`src/rtl/lsu_pkg.sv`:
```
// Shared types for the load/store controller: funct3 codes, FSM states,
// the latched request record and the misalignment rule.
package lsu_pkg;

  localparam logic [2:0] F3_B  = 3'b000;
  localparam logic [2:0] F3_H  = 3'b001;
  localparam logic [2:0] F3_W  = 3'b010;
  localparam logic [2:0] F3_BU = 3'b100;
  localparam logic [2:0] F3_HU = 3'b101;

  typedef enum logic [1:0] {
    S_IDLE = 2'd0,
    S_RD   = 2'd1,
    S_WR   = 2'd2,
    S_RSP  = 2'd3
  } lsu_state_e;

  typedef struct packed {
    logic        we;
    logic [2:0]  funct3;
    logic [31:0] addr;
    logic [31:0] wdata;
  } lsu_req_t;

  // Any code other than B/BU/H/HU behaves as a full word.
  function automatic logic lsu_misaligned(input logic [2:0] f3, input logic [1:0] lo);
    case (f3)
      F3_B, F3_BU: return 1'b0;
      F3_H, F3_HU: return lo[0];
      default:     return lo != 2'b00;
    endcase
  endfunction

endpackage

```
`src/rtl/lsu_lane_align.sv`:
```
// Byte-lane steering: merges store data into a read word, and extracts /
// sign- or zero-extends load data from a read word.
module lsu_lane_align
  import lsu_pkg::*;
(
  input  logic [2:0]  i_funct3,
  input  logic [1:0]  i_addr_lo,
  input  logic [31:0] i_wdata,
  input  logic [31:0] i_rdata,
  output logic [31:0] o_merged,
  output logic [31:0] o_extracted
);

  logic [7:0]  w_byte;
  logic [15:0] w_half;

  always_comb begin
    w_byte      = i_rdata[{i_addr_lo, 3'b000} +: 8];
    w_half      = i_addr_lo[1] ? i_rdata[31:16] : i_rdata[15:0];
    o_merged    = i_rdata;
    o_extracted = i_rdata;
    case (i_funct3)
      F3_B, F3_BU: begin
        o_merged[{i_addr_lo, 3'b000} +: 8] = i_wdata[7:0];
        o_extracted = {{24{w_byte[7] & (i_funct3 == F3_B)}}, w_byte};
      end
      F3_H, F3_HU: begin
        o_merged[{i_addr_lo[1], 4'b0000} +: 16] = i_wdata[15:0];
        o_extracted = {{16{w_half[15] & (i_funct3 == F3_H)}}, w_half};
      end
      default: o_merged = i_wdata;
    endcase
  end

endmodule

```
`src/rtl/lsu_mem_ctrl.sv`:
```
// Load/store controller between MEM stage and a word-addressed memory.
// Sub-word stores are read-modify-write. LSU_MISALIGN_TRAP_EN enables misalignment trapping.
module lsu_mem_ctrl
  import lsu_pkg::*;
#(
  parameter int AW = 32
) (
  input  logic          clk,
  input  logic          rst,
  input  logic          req_valid,
  input  logic          req_we,
  input  logic [2:0]    req_funct3,
  input  logic [AW-1:0] req_addr,
  input  logic [31:0]   req_wdata,
  output logic          req_ready,
  output logic          rsp_valid,
  output logic [31:0]   rsp_rdata,
  output logic          rsp_misalign,
  output logic [AW-1:0] mem_addr,
  output logic [31:0]   mem_wdata,
  output logic          mem_rd,
  output logic          mem_wr,
  input  logic [31:0]   mem_rdata,
  input  logic          mem_done,
  input  logic          mem_stall
);

  lsu_state_e  r_state, w_next;
  lsu_req_t    r_req;
  logic [31:0] r_mem_wdata, r_rdata;
  logic        r_misalign;
  logic        w_accept, w_mis, w_req_word;
  logic [31:0] w_merged, w_extracted;
  logic        w_unused_stall;

  assign w_unused_stall = mem_stall;
  assign w_accept       = req_valid & (r_state == S_IDLE);
  assign w_req_word     = !(req_funct3 inside {F3_B, F3_BU, F3_H, F3_HU});

`ifdef LSU_MISALIGN_TRAP_EN
  assign w_mis = lsu_misaligned(req_funct3, req_addr[1:0]);
`else
  assign w_mis = 1'b0;
`endif

  lsu_lane_align u_align (
    .i_funct3    (r_req.funct3),
    .i_addr_lo   (r_req.addr[1:0]),
    .i_wdata     (r_req.wdata),
    .i_rdata     (mem_rdata),
    .o_merged    (w_merged),
    .o_extracted (w_extracted)
  );

  always_ff @(posedge clk) begin
    if (rst) r_state <= S_IDLE;
    else     r_state <= w_next;
  end

  always_comb begin
    w_next = r_state;
    case (r_state)
      S_IDLE: if (req_valid) begin
        if (w_mis)                    w_next = S_RSP;
        else if (req_we & w_req_word) w_next = S_WR;
        else                          w_next = S_RD;
      end
      S_RD:  if (mem_done) w_next = r_req.we ? S_WR : S_RSP;
      S_WR:  if (mem_done) w_next = S_RSP;
      S_RSP: w_next = S_IDLE;
      default: w_next = S_IDLE;
    endcase
  end

  always_comb begin
    req_ready = (r_state == S_IDLE);
    mem_rd    = (r_state == S_RD);
    mem_wr    = (r_state == S_WR);
    rsp_valid = (r_state == S_RSP);
  end

  // Request fields stay frozen from accept to response so the memory side sees stable values.
  always_ff @(posedge clk) begin
    if (rst) begin
      r_req       <= '0;
      r_mem_wdata <= '0;
      r_rdata     <= '0;
      r_misalign  <= 1'b0;
    end else begin
      if (w_accept) begin
        r_req      <= '{we: req_we, funct3: req_funct3, addr: 32'(req_addr), wdata: req_wdata};
        r_rdata    <= '0;
        r_misalign <= w_mis;
        if (req_we & w_req_word) r_mem_wdata <= req_wdata;
      end
      if ((r_state == S_RD) && mem_done) begin
        if (r_req.we) r_mem_wdata <= w_merged;
        else          r_rdata     <= w_extracted;
      end
    end
  end

  assign mem_addr     = AW'({r_req.addr[31:2], 2'b00});
  assign mem_wdata    = r_mem_wdata;
  assign rsp_rdata    = r_rdata;
  assign rsp_misalign = r_misalign;

endmodule
```
`config.mk`:
```
export PLATFORM = sky130hd
export DESIGN_NAME = lsu_mem_ctrl
export DESIGN_NICKNAME = d
export VERILOG_FILES = /design/src/rtl/lsu_pkg.sv /design/src/rtl/lsu_lane_align.sv /design/src/rtl/lsu_mem_ctrl.sv
export SDC_FILE = /design/constraint.sdc
export NUM_CORES = 1
export LEC_CHECK = 0
export ABC_AREA = 1
export CELL_PAD_IN_SITES_DETAIL_PLACEMENT = 2
export CELL_PAD_IN_SITES_GLOBAL_PLACEMENT = 2
export CORE_MARGIN = 2
export CORE_UTILIZATION = 27
export CTS_CLUSTER_SIZE = 30
export DETAILED_ROUTE_END_ITERATION = 10
export PLACE_DENSITY_LB_ADDON = 0.15
export SLEW_MARGIN = 20
export SYNTH_ARGS = -nofsm -noshare
export SYNTH_HDL_FRONTEND = slang
export SYNTH_SLANG_ARGS = --single-unit
```
`constraint.sdc`:
```
create_clock -name clk -period 4.29 [get_ports clk]
set_clock_uncertainty 0.15 [all_clocks]
set_input_delay 0.429 -clock clk [delete_from_list [all_inputs] [get_ports clk]]
set_output_delay 0.429 -clock clk [all_outputs]
set_load 0.01 [all_outputs]
```
run_1/wires.png
Scale: 3 px per um.
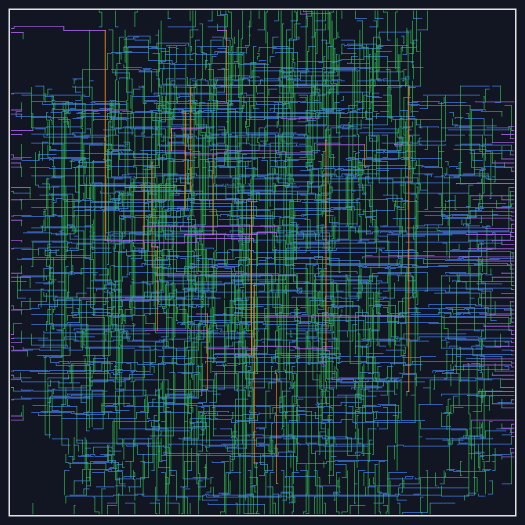
Key: green = metal 2 [wire length 15100 um]; orange = metal 4 [wire length 632 um]; blue = metal 1 [wire length 14000 um]; purple = metal 3 [wire length 1380 um]

run_1/clk_routes.png
Scale: 1.5 px per um.
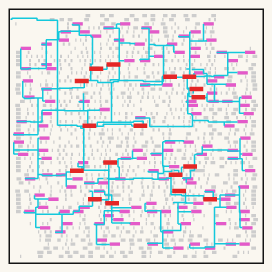
Key: red = clock drivers [count 17]; cyan = clock wires [length 2240 um]; magenta = flip-flops [count 134]
There are 18 routed clock nets. Position of the flops: widely spread.

run_1/power_grid.png
Scale: 2 px per um. Pins as bars on the die edge.
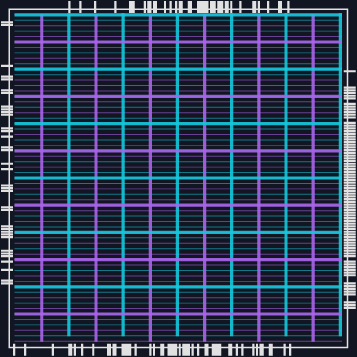
Key: cyan = VDD; purple = VSS
12 straps on met4. 12 straps on met5. The core has 60 rows. 206 signal pins sit on the boundary.
core box area: 0.0267 mm^2
Die H: 168 um
Worst VDD drop: 0.234 mV
DIE WIDTH: 168 um

run_1/clocks.png
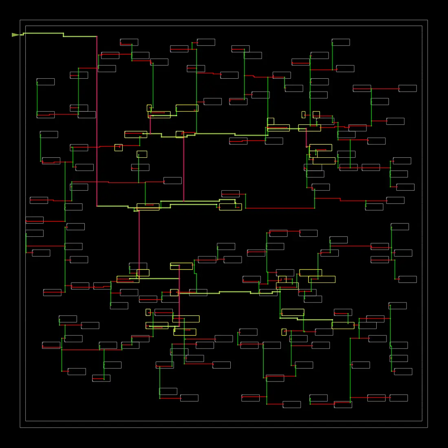
Sinks on Clock Net: 134
# clk buffers: 19
seq_cells: 134
clk ins delay skew pair: 0.44 ns
cts bufs inserted: 17

==> run notes, run 1 <==
yosys + openroad results -> initial antenna violation count=0, met3 Use GR=4.04%, CTS tree=built, setup TNS=0 ns, Util after Layout=36.9%, Place WS=1.22 ns, Yosys top cell by area=dfxtp_1, FILL cells=between 3000 and 4000, Worst Setup Slack, final=between 1 and 1.5 ns, Final Critical Period=approximately 2.8 ns, critical path type=reg2reg, hold-fix buffers at CTS=0, Max transition margin=47.1%, Worst Hold End=r_req[22], yosys cell count=roughly 1100, crit start category=flop, Arr. time, crit path=between 3 and 4 ns, outcome=finished, final reports clean, worst-path fanout max=17, OpenROAD warning count=34, total global-route track usage=21.8%, Final Max-Slew Violation Tally=0, worst reg2reg path endpoint=mem_wdata[6], asr flop ratio synth=0%, Worst Path Buf+Inv=0, Clock Path Buffers=2, Most common reg cell=dfxtp_1, drt total wl=31100 um, Synth Area in XOR/XNOR=0%, top cells by area=dfxtp_1 (37%), nand2_1 (11%), a21oi_1 (11%), o21ai_0 (9.8%), nor2_1 (6.7%), syn_area_per_cell=6.47 um^2, Synth Register Bits=134, RSZ-0062 raised after global routing=no, cell depth of the worst hold path=2, I/O pin cnt=roughly 210, final hold vios=0, Mapped Cells=1126, net switching power=0.00230 W, hold_ws=around 0.32 ns, Ys Warns=0, # diodes=0, Distinct cells, synth=25, largest net degree at the start of global routing=68, Final Power=roughly 0.0056 W, mux share=0%, post-route antenna net violation count=0
==> run 1: state kept, by name (all words and copies together), names as in the netlist <==
name       flops
mem_addr      30
r_req         38
mem_wdata     32
rsp_rdata     32
r_state        2
==> run 1: through the flow <==
stage	std cells	instance area, um^2
after CTS	1610	9870
after global routing	1610	9870
after floorplan	1128	7300
after global placement	1578	9290
final	1610	9870
after detailed placement	1578	9290
==> run 1: final cells by class <==
type                            instances  share of cell area, %
Tap cell                              341                   4.32
Inverter                              100                   3.80
Multi-Input combinational cell        787                   37.3
Clock inverter                         13                   1.47
Clock buffer                           19                   4.49
Sequential cell                       134                   27.2
Timing Repair Buffer                  216                   21.5
==> run 1: placed cells by master (no fill, tap or decap), types with 2 or more instances in the layout <==
cell             Yosys  final
inv_2                3      4
nand3_1             66     65
o21ai_0            143    143
nand2_2              2      2
a211oi_1             8      8
nand4_1              5      5
clkdlybuf4s50_1      0    200
nor2_1             131    131
bufinv_16            0      2
nand2_1            223    222
ha_1                 9      9
conb_1               1      3
nand3_2              2      3
buf_4               35     15
clkinv_2             0      3
o211ai_1            24     24
a21oi_1            165    165
inv_1               96     95
nor2_2               2      2
clkinvlp_4           0      2
clkbuf_16            0     17
inv_6                0      4
dfxtp_1            134    134
==> run 1: power groups by stage <==
stage / logic, W / registers (W) / clock network, W
6_report: 0.00235 / 0.00170 / 0.00151
4_1_cts: 0.00239 / 0.00171 / 0.00155
2_1_floorplan: 0.00147 / 0.00172 / 0
3_5_place_dp: 0.00237 / 0.00173 / 0
3_3_place_gp: 0.00230 / 0.00172 / 0
5_1_grt: 0.00263 / 0.00174 / 0.00160
==> run 1: routing by layer <==
layer  up-vias  routed length, um
li1       3918                  -
met1      3957              14000
met2       191              15100
met3        34               1380
met4         0                631
met5         -                  0
run_1/logic_types.png
Scale: 1.5 px per um.
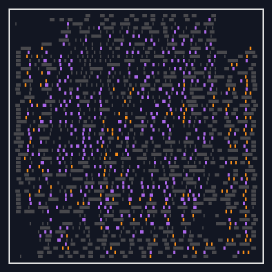

==> run 2: changes to the inputs <==
Settings changed: CORE_UTILIZATION 27 to 25.
Clock period 4.29 ns to 2.7 ns, I/O delays scaled along.
run_2/logic_types.png
Scale: 1.5 px per um.
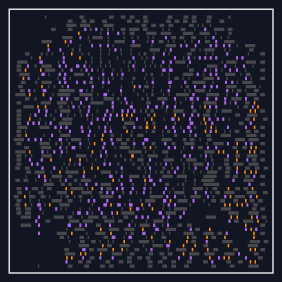
Key: purple = aoi and oai cells [cells 344, most used a21oi_1, where widely spread]; orange = nor cells [cells 133, most used nor2_1]

run_2/power_grid.png
Scale: 2 px per um. Pins as bars on the die edge.
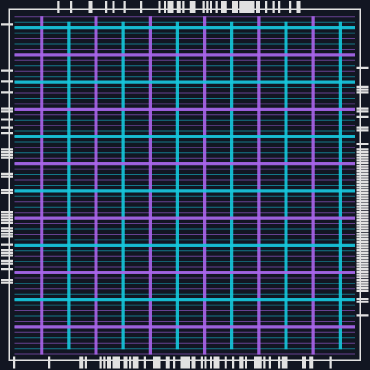
Key: purple = VSS; cyan = VDD
63 met1 rails follow the rows. 12 straps on met4. 206 signal pins sit on the boundary. 12 straps on met5.
core box area: 0.0287 mm^2
Die H: 175 um
Worst VDD drop: 0.498 mV
DIE WIDTH: 175 um

run_2/clk_routes.png
Scale: 1.5 px per um.
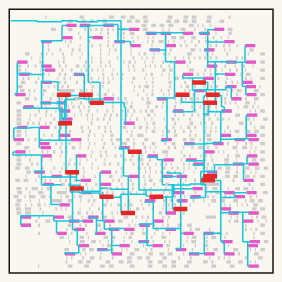
Key: red = clock drivers [count 17]; magenta = flip-flops [count 134]; cyan = clock wires [length 2510 um]
Position of the flops: widely spread.
clock network power share: 27.5%
Power Clock: 0.00249 W

==> run notes, run 2 <==
yosys + openroad results -> syn_area_per_cell=6.47 um^2 (unchanged), area post-placement=0.00945 mm^2 (+1.8%), Synth Register Bits=134 (unchanged), dpl cells=1631 (+3.4%), # diodes=0 (unchanged), dpl hpwl=23300 um, Final Max-Slew Violation Tally=0 (unchanged), crit start category=flop, Final Cell Area=0.0101 mm^2 (+1.9%), asr flop ratio synth=0% (unchanged), most frequent logic cell in the layout=nand2_1, I/O pin cnt=206 (unchanged), hold_ws=0.187 ns (-0.132 ns), most common logic cells in the final layout=nand2_1 (222), clkdlybuf4s50_1 (200), a21oi_1 (165), o21ai_0 (143), dfxtp_1 (134), fin nets=1380, yosys cell count=1126 (unchanged), initial antenna violation count=0 (unchanged), leakage=4.10 nW, cycle use final=86.1%, cts bufs inserted=17 (unchanged), Final Power=0.00905 W (+63%), setup TNS=0 ns (unchanged), Sinks on Clock Net=134 (unchanged), Distinct cells, synth=25 (unchanged), PD cells=900 mW/mm^2, Util after Layout=35.0% (-1.9 points), Worst Max-Slew Pin Slew=0.646 ns, cell area after synthesis=0.00729 mm^2, highest clock rate=0.430 GHz, hold-fix buffers at CTS=0 (unchanged), top cells by area=dfxtp_1 (37%), nand2_1 (11%), a21oi_1 (11%), o21ai_0 (9.8%), nor2_1 (6.7%), Layout Cells excl Fill=1663 (+3.3%), flip-flops with a built-in enable=0, Rows=62, largest register by flop count=r_req, Mapped Cells=1126 (unchanged), Critical Path Max Stage Delay=0.45 ns, Worst path most repeated cell=buf_4, CTS tree=built, Yosys top cell by area=dfxtp_1, DR iter-0 viols=351, Ys Warns=0 (unchanged), FILL cells=3441 (+9.1%), Most common reg cell=dfxtp_1, Comb area=0.00368 mm^2, post-route antenna net violation count=0 (unchanged), area share of the largest cell type after synthesis=between 30 and 40%, total global-route track usage=21.4% (-0.40 points), Place WS=0.312 ns (-0.912 ns), largest net degree at the start of global routing=112 (+65%), outcome=finished, final reports clean, most common cell in the netlist=nand2_1, Arr. time, crit path=2.49 ns (-0.57 ns), clk slew on worst S/H paths=0.07 ns, critical path data required time=2.86 ns, OpenROAD warning count=36 (+5.9%), worst-path fanout max=47 (+30), Setup-failing EPs final=0, Max transition margin=56.9% (+9.8 points), RSZ-0062 raised after global routing=no, clk ins delay skew pair=0.44 ns (about the same), Largest register FFs=38 (unchanged), Worst Setup Slack, final=0.374 ns (-1.08 ns), grt total ovfl=0, DRC viols=0, final hold vios=0 (unchanged), YS chip area=0.00729 mm^2, CP Capture Type=flop, Worst Path Buf+Inv=4 (+4), drt total wl=32700 um (+5.2%), critical path type=reg2reg, Final Critical Period=2.33 ns (-0.511 ns), Clock Path Buffers=2 (unchanged)
[run 2: power breakdown]
part | internal [W] | total, W | switching [W]
logic | 0.00144 | 0.00384 | 0.00240
clock network | 0.00141 | 0.00249 | 0.00107
registers | 0.00241 | 0.00272 | 0.000312
total | 0.00526 | 0.00905 | 0.00379
[run 2: tightest hold or removal path, stage by stage]
cell	delay (ns)
buf_2	0.10
inv_2	0.17
nand2_1	0.13
a21oi_1	0.04
[run 2: final timing paths]
kind | start | end | slack (ns) | depth (start not counted)
max | r_state[0] | rsp_rdata[3] | 0.37 | 9
min | rst | rsp_rdata[4] | 0.19 | 4
max reg2reg | r_state[0] | rsp_rdata[3] | 0.37 | 9
min reg2reg | r_req[20] | r_req[20] | 0.32 | 2
[run 2: logic make-up (layout without fill, tap and decap cells)]
logic type | Yosys count | count (layout) | share of synthesized area, %
compound gates | 344 | 344 | 24.8
buf+inv | 207 | 358 | 13.0
simple gates | 431 | 431 | 23.8
fa+ha+maj | 9 | 9 | 1.54
flops | 134 | 134 | 36.8
other cells | 1 | 3 | 0.0514
[run 2: routing by layer]
| metal | GRT usage [%] | vias up | wire length [um] |
|---|---|---|---|
| li1 | - | 3950 | - |
| met3 | 2.98 | 33 | 1080 |
| met2 | 37.5 | 165 | 16000 |
| met1 | 27.1 | 3999 | 15000 |
| met4 | 6.35 | 0 | 586 |
| met5 | 0 | - | 0 |
[run 2: cell type report]
class | instances | area share, %
inverter | 100 | 3.73
multi-input combinational | 787 | 36.6
sequential | 134 | 26.7
clock buffer | 18 | 4.37
timing repair buffer | 226 | 22.2
tap | 384 | 4.78
clock inverter | 14 | 1.67
Power and IR drop assume default switching activity.
